[src/rtl/fix_ari_div_if.sv]
// Handshake bundle for the iterative fixed-point divider: operand request side and result side.
interface fix_ari_div_if #(
  parameter int WIDTH = 16
);
  logic                    in_valid;
  logic                    in_ready;
  logic signed [WIDTH-1:0] dividend;
  logic signed [WIDTH-1:0] divisor;
  logic                    out_valid;
  logic                    out_ready;
  logic signed [WIDTH-1:0] quotient;
  logic                    ovf;
  logic                    dz;

  modport master (
    output in_valid, dividend, divisor, out_ready,
    input  in_ready, out_valid, quotient, ovf, dz
  );

  modport slave (
    input  in_valid, dividend, divisor, out_ready,
    output in_ready, out_valid, quotient, ovf, dz
  );
endinterface

[src/rtl/fix_ari_div.sv]
// Iterative signed Q(WIDTH-FRAC).FRAC divider, restoring on magnitudes, one quotient bit per cycle.
// Optional FIX_ARI_DIV_ROUND_EN adds a half bit and rounds half away from zero.
module fix_ari_div #(
  parameter int WIDTH = 16,
  parameter int FRAC  = 8
) (
  input logic         clk,
  input logic         rst,
  fix_ari_div_if.slave bus
);
  localparam int N = WIDTH + FRAC;
`ifdef FIX_ARI_DIV_ROUND_EN
  localparam int RND = 1;
`else
  localparam int RND = 0;
`endif
  localparam int NUM_W = N + RND;
  localparam int CNT_W = $clog2(NUM_W + 1);

  typedef enum logic [1:0] {IDLE, CALC, DONE} state_t;
  state_t state_q, state_d;

  logic [NUM_W-1:0]        num_q, quo_q;
  logic [WIDTH:0]          rem_q, dvs_q;
  logic [CNT_W-1:0]        cnt_q;
  logic                    fin_q, sign_q, dvd_neg_q, dz_pend_q;
  logic signed [WIDTH-1:0] quot_q;
  logic                    ovf_q, dz_q;

  // Saturate a magnitude into a signed WIDTH result; returns {ovf, quotient}.
  function automatic logic [WIDTH:0] sat_apply(input logic [NUM_W-1:0] mag, input logic neg);
    logic [NUM_W-1:0] lim;
    logic [WIDTH-1:0] low;
    lim = '0;
    lim[WIDTH-1] = 1'b1;
    low = WIDTH'(mag);
    if (neg) begin
      if (mag > lim) sat_apply = {1'b1, 1'b1, {(WIDTH-1){1'b0}}};
      else           sat_apply = {1'b0, WIDTH'(-low)};
    end else begin
      if (mag >= lim) sat_apply = {1'b1, 1'b0, {(WIDTH-1){1'b1}}};
      else            sat_apply = {1'b0, low};
    end
  endfunction

  // The LSB of the raw quotient is the half bit when rounding is enabled.
  function automatic logic [NUM_W-1:0] round_mag(input logic [NUM_W-1:0] q);
`ifdef FIX_ARI_DIV_ROUND_EN
    round_mag = (q >> 1) + NUM_W'(q[0]);
`else
    round_mag = q;
`endif
  endfunction

  logic [WIDTH-1:0]        dvd_mag;
  logic signed [WIDTH:0]   dvs_ext;
  logic [WIDTH:0]          dvs_mag;
  logic [WIDTH+1:0]        rem_sh, diff;
  logic                    q_bit;
  logic [WIDTH:0]          fin_res;

  always_comb begin
    dvd_mag = bus.dividend[WIDTH-1] ? WIDTH'(-bus.dividend) : WIDTH'(bus.dividend);
    dvs_ext = {bus.divisor[WIDTH-1], bus.divisor};
    dvs_mag = dvs_ext[WIDTH] ? (WIDTH+1)'(-dvs_ext) : (WIDTH+1)'(dvs_ext);
    rem_sh  = {rem_q, num_q[NUM_W-1]};
    diff    = rem_sh - {1'b0, dvs_q};
    q_bit   = (rem_sh >= {1'b0, dvs_q});
    if (dz_pend_q)
      fin_res = dvd_neg_q ? {1'b0, 1'b1, {(WIDTH-1){1'b0}}} : {1'b0, 1'b0, {(WIDTH-1){1'b1}}};
    else
      fin_res = sat_apply(round_mag(quo_q), sign_q);
  end

  always_ff @(posedge clk or posedge rst) begin
    if (rst) state_q <= IDLE;
    else     state_q <= state_d;
  end

  always_comb begin
    state_d       = state_q;
    bus.in_ready  = 1'b0;
    bus.out_valid = 1'b0;
    unique case (state_q)
      IDLE: begin
        bus.in_ready = 1'b1;
        if (bus.in_valid) state_d = CALC;
      end
      CALC: if (fin_q) state_d = DONE;
      DONE: begin
        bus.out_valid = 1'b1;
        if (bus.out_ready) state_d = IDLE;
      end
      default: state_d = IDLE;
    endcase
  end

  // A divide-by-zero sets fin_q at acceptance, so it spends exactly one finalize cycle in CALC.
  always_ff @(posedge clk or posedge rst) begin
    if (rst) begin
      num_q <= '0; quo_q <= '0; rem_q <= '0; dvs_q <= '0; cnt_q <= '0;
      fin_q <= 1'b0; sign_q <= 1'b0; dvd_neg_q <= 1'b0; dz_pend_q <= 1'b0;
      quot_q <= '0; ovf_q <= 1'b0; dz_q <= 1'b0;
    end else begin
      unique case (state_q)
        IDLE: if (bus.in_valid) begin
          num_q     <= {dvd_mag, {(FRAC+RND){1'b0}}};
          quo_q     <= '0;
          rem_q     <= '0;
          dvs_q     <= dvs_mag;
          cnt_q     <= CNT_W'(NUM_W - 1);
          sign_q    <= bus.dividend[WIDTH-1] ^ bus.divisor[WIDTH-1];
          dvd_neg_q <= bus.dividend[WIDTH-1];
          dz_pend_q <= (bus.divisor == '0);
          fin_q     <= (bus.divisor == '0);
        end
        CALC: if (!fin_q) begin
          rem_q <= q_bit ? (WIDTH+1)'(diff) : (WIDTH+1)'(rem_sh);
          num_q <= num_q << 1;
          quo_q <= {quo_q[NUM_W-2:0], q_bit};
          cnt_q <= cnt_q - 1'b1;
          if (cnt_q == '0) fin_q <= 1'b1;
        end else begin
          quot_q <= fin_res[WIDTH-1:0];
          ovf_q  <= fin_res[WIDTH];
          dz_q   <= dz_pend_q;
          fin_q  <= 1'b0;
        end
        default: ;
      endcase
    end
  end

  assign bus.quotient = quot_q;
  assign bus.ovf      = ovf_q;
  assign bus.dz       = dz_q;
endmodule

[src/flat_wrapper.sv]
// flat-port wrapper written by rule: the top's interface ports become plain ports
module fix_ari_div_flat 
#(
  parameter int WIDTH = 16,
  parameter int FRAC  = 8
)
  (clk, rst, bus_in_valid, bus_dividend, bus_divisor, bus_out_ready, bus_in_ready, bus_out_valid, bus_quotient, bus_ovf, bus_dz);
  fix_ari_div_if #(.WIDTH(WIDTH)) bus_i ();
  input logic clk;
  input logic rst;
  input wire logic [$bits(bus_i.in_valid)-1:0] bus_in_valid;
  input wire logic [$bits(bus_i.dividend)-1:0] bus_dividend;
  input wire logic [$bits(bus_i.divisor)-1:0] bus_divisor;
  input wire logic [$bits(bus_i.out_ready)-1:0] bus_out_ready;
  output wire logic [$bits(bus_i.in_ready)-1:0] bus_in_ready;
  output wire logic [$bits(bus_i.out_valid)-1:0] bus_out_valid;
  output wire logic [$bits(bus_i.quotient)-1:0] bus_quotient;
  output wire logic [$bits(bus_i.ovf)-1:0] bus_ovf;
  output wire logic [$bits(bus_i.dz)-1:0] bus_dz;
  assign bus_i.in_valid = bus_in_valid;
  assign bus_i.dividend = bus_dividend;
  assign bus_i.divisor = bus_divisor;
  assign bus_i.out_ready = bus_out_ready;
  assign bus_in_ready = bus_i.in_ready;
  assign bus_out_valid = bus_i.out_valid;
  assign bus_quotient = bus_i.quotient;
  assign bus_ovf = bus_i.ovf;
  assign bus_dz = bus_i.dz;
  fix_ari_div #(.WIDTH(WIDTH), .FRAC(FRAC)) u_core (.clk(clk), .rst(rst), .bus(bus_i));
endmodule
[config.mk]
export PLATFORM = sky130hd
export DESIGN_NAME = fix_ari_div_flat
export DESIGN_NICKNAME = d
export VERILOG_FILES = /design/src/rtl/fix_ari_div_if.sv /design/src/rtl/fix_ari_div.sv /design/src/flat_wrapper.sv
export SDC_FILE = /design/constraint.sdc
export NUM_CORES = 1
export LEC_CHECK = 0
export CELL_PAD_IN_SITES_DETAIL_PLACEMENT = 0
export CELL_PAD_IN_SITES_GLOBAL_PLACEMENT = 1
export CORE_MARGIN = 2
export CORE_UTILIZATION = 40
export CTS_CLUSTER_SIZE = 8
export DETAILED_ROUTE_END_ITERATION = 16
export PLACE_DENSITY_LB_ADDON = 0.1
export SLEW_MARGIN = 10
export SYNTH_ARGS = -nofsm -noshare
export SYNTH_HDL_FRONTEND = slang
export SYNTH_SLANG_ARGS = --single-unit
[constraint.sdc]
create_clock -name clk -period 4.4 [get_ports clk]
set_clock_uncertainty 0.2 [all_clocks]
set_input_delay 1.32 -clock clk [delete_from_list [all_inputs] [get_ports clk]]
set_output_delay 1.32 -clock clk [all_outputs]
set_load 0.05 [all_outputs]
Run 1, cells by drive strength:
(3 px per um)
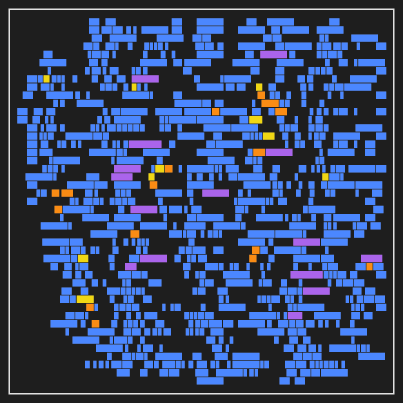
_0 and _1 cells -> blue  # cells 709, share 95%, most used dfrtp_1
_2 cells -> yellow  # cells 10, share 1.3%, most used or2_2
_3 and _4 cells -> orange  # cells 16, share 2.1%, most used buf_4
_6 and larger -> purple  # cells 15, share 2.0%, most used clkbuf_16

Run 1, routing congestion:
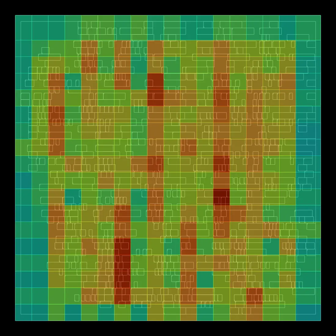
grt met3 use: 0.02462
final core occ: 0.4787
grt peak-use layer: met2

Run 1, met1 routing:
(4 px per um)
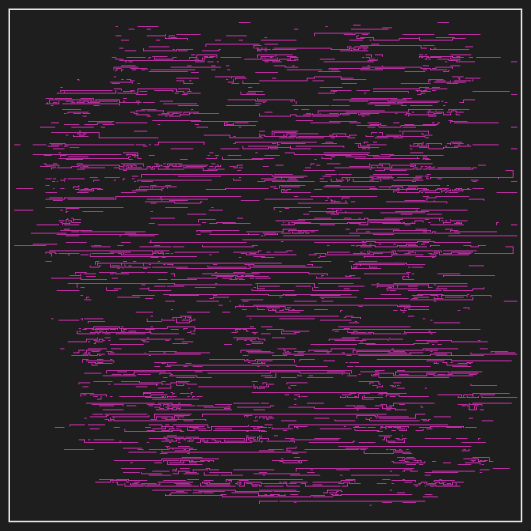
share of all routed wire = 52%
main direction = horizontal

==> impl_metrics.env, run 1 <==
# yosys + openroad results
export IMPL_maxSlewHeadroom=0.4357
export IMPL_synth_area_um2=6121
export IMPL_inverters=32
export IMPL_clkCellAreaFrac=0.04590
export IMPL_logic_gate_count=533
export IMPL_powerDensity_nw_per_um2=845.4
export IMPL_max_stage_delay_ps=610
export IMPL_ys_types=59
export IMPL_grt_pass1_wl_um=26120
export IMPL_clk_latency_ps=350
export IMPL_maxSlewViolCount=0
export IMPL_topCellsByArea="dfrtp_1 42%, o21ai_0 7.0%, nand2_1 6.1%, ha_1 4.5%, a21oi_1 4.3%"
export IMPL_wl_met2_um=6747
export IMPL_route_detailed_drc=0
export IMPL_seqPwrFrac=0.291
export IMPL_fillerInstances=1466
export IMPL_die_area_um2=16310
export IMPL_drive_above_1_share=0.05467
export IMPL_row_count=45
export IMPL_critPathCaptureType="flop"
export IMPL_ff_count=103
export IMPL_ys_top_cells_by_count="103 x dfrtp_1, 100 x nand2_1, 86 x o21ai_0"
export IMPL_outcome="completed"
export IMPL_grt_met2_usage=0.3048
export IMPL_worst_slack_ps=811.8
export IMPL_ios=56
export IMPL_period_needed_ps=3588
export IMPL_dr_pass1_iters=5
export IMPL_p_comb_frac=0.560
export IMPL_die_y_um=127.7
export IMPL_cp_arrival_ps=3660
export IMPL_grt_max_degree=44
export IMPL_reg2reg_slack_ps=1180
export IMPL_crit_path_frequent_cell="nor4_1"
export IMPL_r2r_cells=8
export IMPL_internal_power_uw=3286
export IMPL_setup_viol=0
export IMPL_yosysTopAreaCell="dfrtp_1"
export IMPL_p_switching_uw=2821
export IMPL_power_switching_share=0.4620
export IMPL_yosysTopAreaCellShare=0.4211
export IMPL_regArea_um2=2577
-- run 1: layout by cell type (no fill, tap or decap), types with 7 or more instances in the layout --
master / count
a21oi_1: 52
a22o_1: 22
and3_1: 7
buf_4: 9
clkbuf_16: 9
clkdlybuf4s50_1: 55
dfrtp_1: 103
ha_1: 22
inv_1: 30
mux2i_1: 14
nand2_1: 100
nand2b_1: 10
nor2_1: 43
nor2b_1: 7
nor3_1: 13
nor4_1: 9
o2111ai_1: 8
o21ai_0: 86
o31ai_1: 13
or3_1: 7
xnor2_1: 11
xor2_1: 29
-- run 1: stage by stage --
stage | hold WS [ps] | cells
CTS | 282.7 | 938
floorplan | 241.8 | 706
finish | 278.3 | 938
detailed placement | 265.5 | 922
global placement | 258.7 | 922
global route | 312.4 | 938
-- run 1: power groups by stage --
stage | registers, uW | logic, uW | clock network, uW
after CTS | 1780 | 3440 | 923
after global routing | 1850 | 3820 | 962
after global placement | 1770 | 3370 | 0
final | 1780 | 3420 | 907
after detailed placement | 1790 | 3420 | 0
after floorplan | 1880 | 2380 | 0
-- run 1: worst max path at each step --
stage | startpoint | to | slack, ps
2_1_floorplan | rst | u_core.bus.dz$_DFFE_PP0P_ | 180
3_3_place_gp | bus_divisor[6] | u_core.fin_q$_DFFE_PP0P_ | 480
3_5_place_dp | bus_divisor[6] | u_core.fin_q$_DFFE_PP0P_ | 470
4_1_cts | bus_divisor[6] | u_core.fin_q$_DFFE_PP0P_ | 820
5_1_grt | bus_divisor[6] | u_core.fin_q$_DFFE_PP0P_ | 710
6_report | bus_divisor[6] | u_core.fin_q$_DFFE_PP0P_ | 810
## Run 2: what changed since run 1
clock period = 3.3 ns   (was 4.4 ns; I/O delays follow)
Run 2, cells coloured by class:
(3 px per um)
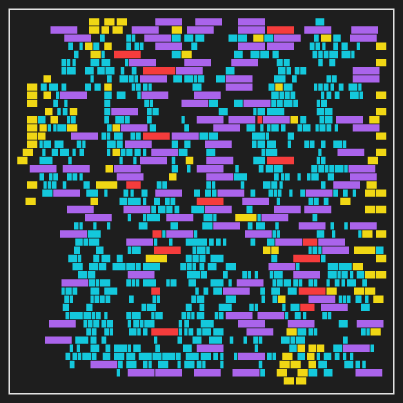
sequential cells -> purple  # cells 103, share of their area 36%
combinational and other logic -> cyan  # cells 565, share of their area 48%
clock drivers and dummy loads -> red  # cells 16, share of their area 4.5%
remaining buffers and delay cells -> yellow  # cells 86, share of their area 12%

==> run 2 against run 1 <==
Effect of this change:
- power increased by 33%
- sequential share of layout area shrank 0.79 points
- wire length is 0.38% higher
- critical endpoint unchanged
- synthesized cell count stayed put
- cell count is 2.1% higher
- final area up 2.3%
- largest power group unchanged
==> impl_metrics.env, run 2 <==
# yosys + openroad results
export IMPL_outcome="completed"
export IMPL_power_leader="combinational cells"
export IMPL_mostFrequentLayoutCells="103 x dfrtp_1, 100 x nand2_1, 86 x o21ai_0"
export IMPL_power_switching_share=0.4606
export IMPL_hold_slack_ps=276.5
export IMPL_critPathCaptureType="flop"
export IMPL_maxSlewViolCount=0
export IMPL_max_stage_delay_ps=570
export IMPL_p_comb_frac=0.564
export IMPL_fillerInstances=1443
export IMPL_synth_area_um2=6121
export IMPL_lay_top_count="dfrtp_1"
export IMPL_ys_types=59
export IMPL_clk_latency_ps=360
export IMPL_reg2reg_slack_ps=200
export IMPL_finalCoreUtilization=0.4896
export IMPL_setup_viol=0
export IMPL_r2r_cells=9
export IMPL_p_seq_uw=2380
export IMPL_grt_max_degree=66
export IMPL_worst_slack_ps=186.5
export IMPL_yosysTopAreaCell="dfrtp_1"
export IMPL_p_switching_uw=3728
==> run 2: netlist changes by cell type in the layout (fill, tap and decap cells not counted), sizes merged <==
| cell | change |
|---|---|
| buf | +20 |
| clkbuf | +2 |
| bufinv | -1 |
| inv | -2 |
| clkinv | +1 |
==> run 2: worst max-delay path, delay by kind of cell <==
kind | cells | cell delay (ps)
simple gates | 4 | 1370
compound gates | 2 | 170
buf+inv | 3 | 660
==> run 2: cell type report <==
type	instances	area share
flip-flops and latches	103	0.3489
clock inverters	4	0.007114
repair buffers	86	0.1128
multi-input cells	533	0.4465
well taps	188	0.03184
inverters	32	0.01677
clock buffers	12	0.03608
==> run 2: cell families after synthesis <==
kind of cell               after synthesis  share of synthesized area
AOI/OAI and AO/OA                      223                     0.2255
xor gates and xnor gates                40                    0.05724
adders and majority gates               23                    0.04824
buffers and inverters                   70                    0.04334
DFF                                    103                     0.4211
muxes                                   14                    0.02289
and+or+nand+nor                        233                     0.1817
==> run 2: stage by stage <==
step,cells,power [uW]
after CTS,958,8125
after floorplan,706,5685
after global routing,958,8841
after detailed placement,942,6952
after global placement,942,6866
final,958,8093
==> run 2: worst max-delay path by stage <==
stage	endpoint	slack, ps
final	u_core.fin_q$_DFFE_PP0P_	190
after global routing	u_core.bus.quotient[2]$_DFFE_PP0P_	10
after CTS	u_core.bus.quotient[10]$_DFFE_PP0P_	170
after detailed placement	u_core.fin_q$_DFFE_PP0P_	-200
after global placement	u_core.fin_q$_DFFE_PP0P_	-190
after floorplan	u_core.fin_q$_DFFE_PP0P_	380
==> run 2: layer usage <==
metal  vias to the layer above  wire length, um  part of all wire  GRT usage
met3                        17              533             0.034    0.03172
li1                       2640                -                 -          -
met1                      2642             8021              0.51     0.3004
met4                         0              240             0.015    0.06270
met5                         -                0                 0          0
met2                       105             6897              0.44     0.3111
## Run 3: what changed since run 2
CAP_MARGIN = 20   (was not set)
CORE_UTILIZATION = 44   (was 40)
clock period = 3.4 ns   (was 3.3 ns; I/O delays follow)
==> run 3 against run 2 <==
Effect of this change:
- die area decreased by 8.8%
- sequential cell count unchanged
- sequential share of layout area increased by 0.27 points
- area after synthesis unchanged
- wire length decreased by 2.8%
- combinational power decreased by 3%
- hold slack got worse by 2.7 ps
- via count decreased by 1.8%
- cell count decreased by 0.73%
- critical path type unchanged
- critical endpoint unchanged
- largest cell class unchanged
- largest power group unchanged
- highest routed layer unchanged
==> impl_metrics.env, run 3 <==
# yosys + openroad results
export IMPL_outcome="completed"
export IMPL_seqPwrFrac=0.298
export IMPL_ys_sh_simple=0.1817
export IMPL_route_detailed_drc=0
export IMPL_cp_arrival_ps=3290
export IMPL_maxSlewViolCount=0
export IMPL_drive_above_1_share=0.07912
export IMPL_grt_pass1_wl_um=25720
export IMPL_reg2reg_slack_ps=280
export IMPL_ys_top_cells_by_count="103 x dfrtp_1, 100 x nand2_1, 86 x o21ai_0"
export IMPL_met3_length_um=681
export IMPL_cp_top_family="simple AND/OR/NAND/NOR gates"
export IMPL_critPathCaptureType="flop"
export IMPL_fillerInstances=1292
export IMPL_xor_share=0.05724
export IMPL_lay_top_count="dfrtp_1"
export IMPL_powerComb_uw=4420
export IMPL_die_y_um=121.9
export IMPL_ys_types=59
export IMPL_yosysTopAreaCellShare=0.4211
export IMPL_dp_cells=935
export IMPL_die_area_um2=14870
export IMPL_top_layer="met4"
[run 3: cell count changes in the layout (fill, tap and decap cells not counted)]
| cell | previous run | this run |
|---|---|---|
| bufinv_16 | 1 | 0 |
| nor2b_1 | 7 | 8 |
| clkbuf_8 | 3 | 0 |
| buf_12 | 4 | 2 |
| buf_4 | 27 | 30 |
| inv_8 | 0 | 3 |
| clkinv_2 | 1 | 0 |
| nor2b_2 | 1 | 0 |
| clkinvlp_4 | 1 | 3 |
[run 3: worst register-to-register path, delay by kind of cell, from the launching register on]
family | cells | cell delay, ps
adders and majority gates | 1 | 190
and+or+nand+nor | 4 | 1550
DFF | 1 | 440
AOI/OAI and AO/OA | 2 | 550
buffers and inverters | 1 | 130
[run 3: worst max path at each step]
stage / depth (start not counted) / slack [ps] / to
finish: 9 / 180 / u_core.fin_q$_DFFE_PP0P_
global route: 9 / 4 / u_core.fin_q$_DFFE_PP0P_
CTS: 9 / 200 / u_core.fin_q$_DFFE_PP0P_
detailed placement: 9 / -140 / u_core.fin_q$_DFFE_PP0P_
global placement: 9 / -150 / u_core.fin_q$_DFFE_PP0P_
floorplan: 7 / 450 / u_core.fin_q$_DFFE_PP0P_
[run 3: metrics by stage]
stage               power (uW)  hold WS [ps]
detailed placement        6725         265.4
floorplan                 5518         241.8
CTS                       7772         281.7
finish                    7745         273.8
global placement          6620         259.0
global route              8453         303.2
[run 3: layout make-up]
class / count / share of cell area
clock buffers: 9 / 0.03073
clock inverters: 7 / 0.009047
inverters: 32 / 0.01690
multi-input cells: 533 / 0.4496
flip-flops and latches: 103 / 0.3517
well taps: 180 / 0.03073
repair buffers: 87 / 0.1113
Run 3, cells by drive strength:
(3 px per um)
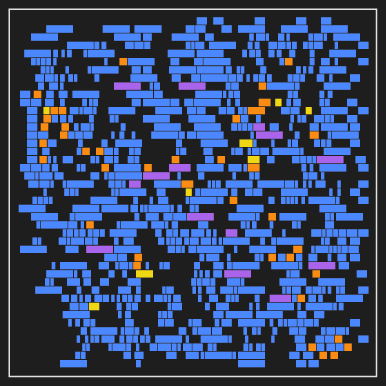
Non-clock buffers: 87
Final WS setup: 182.9 ps
final instance area: 7330 um^2
Syn-to-layout area delta: 19.75%

Power figures rest on the tool's default switching activity, not on a simulated workload.
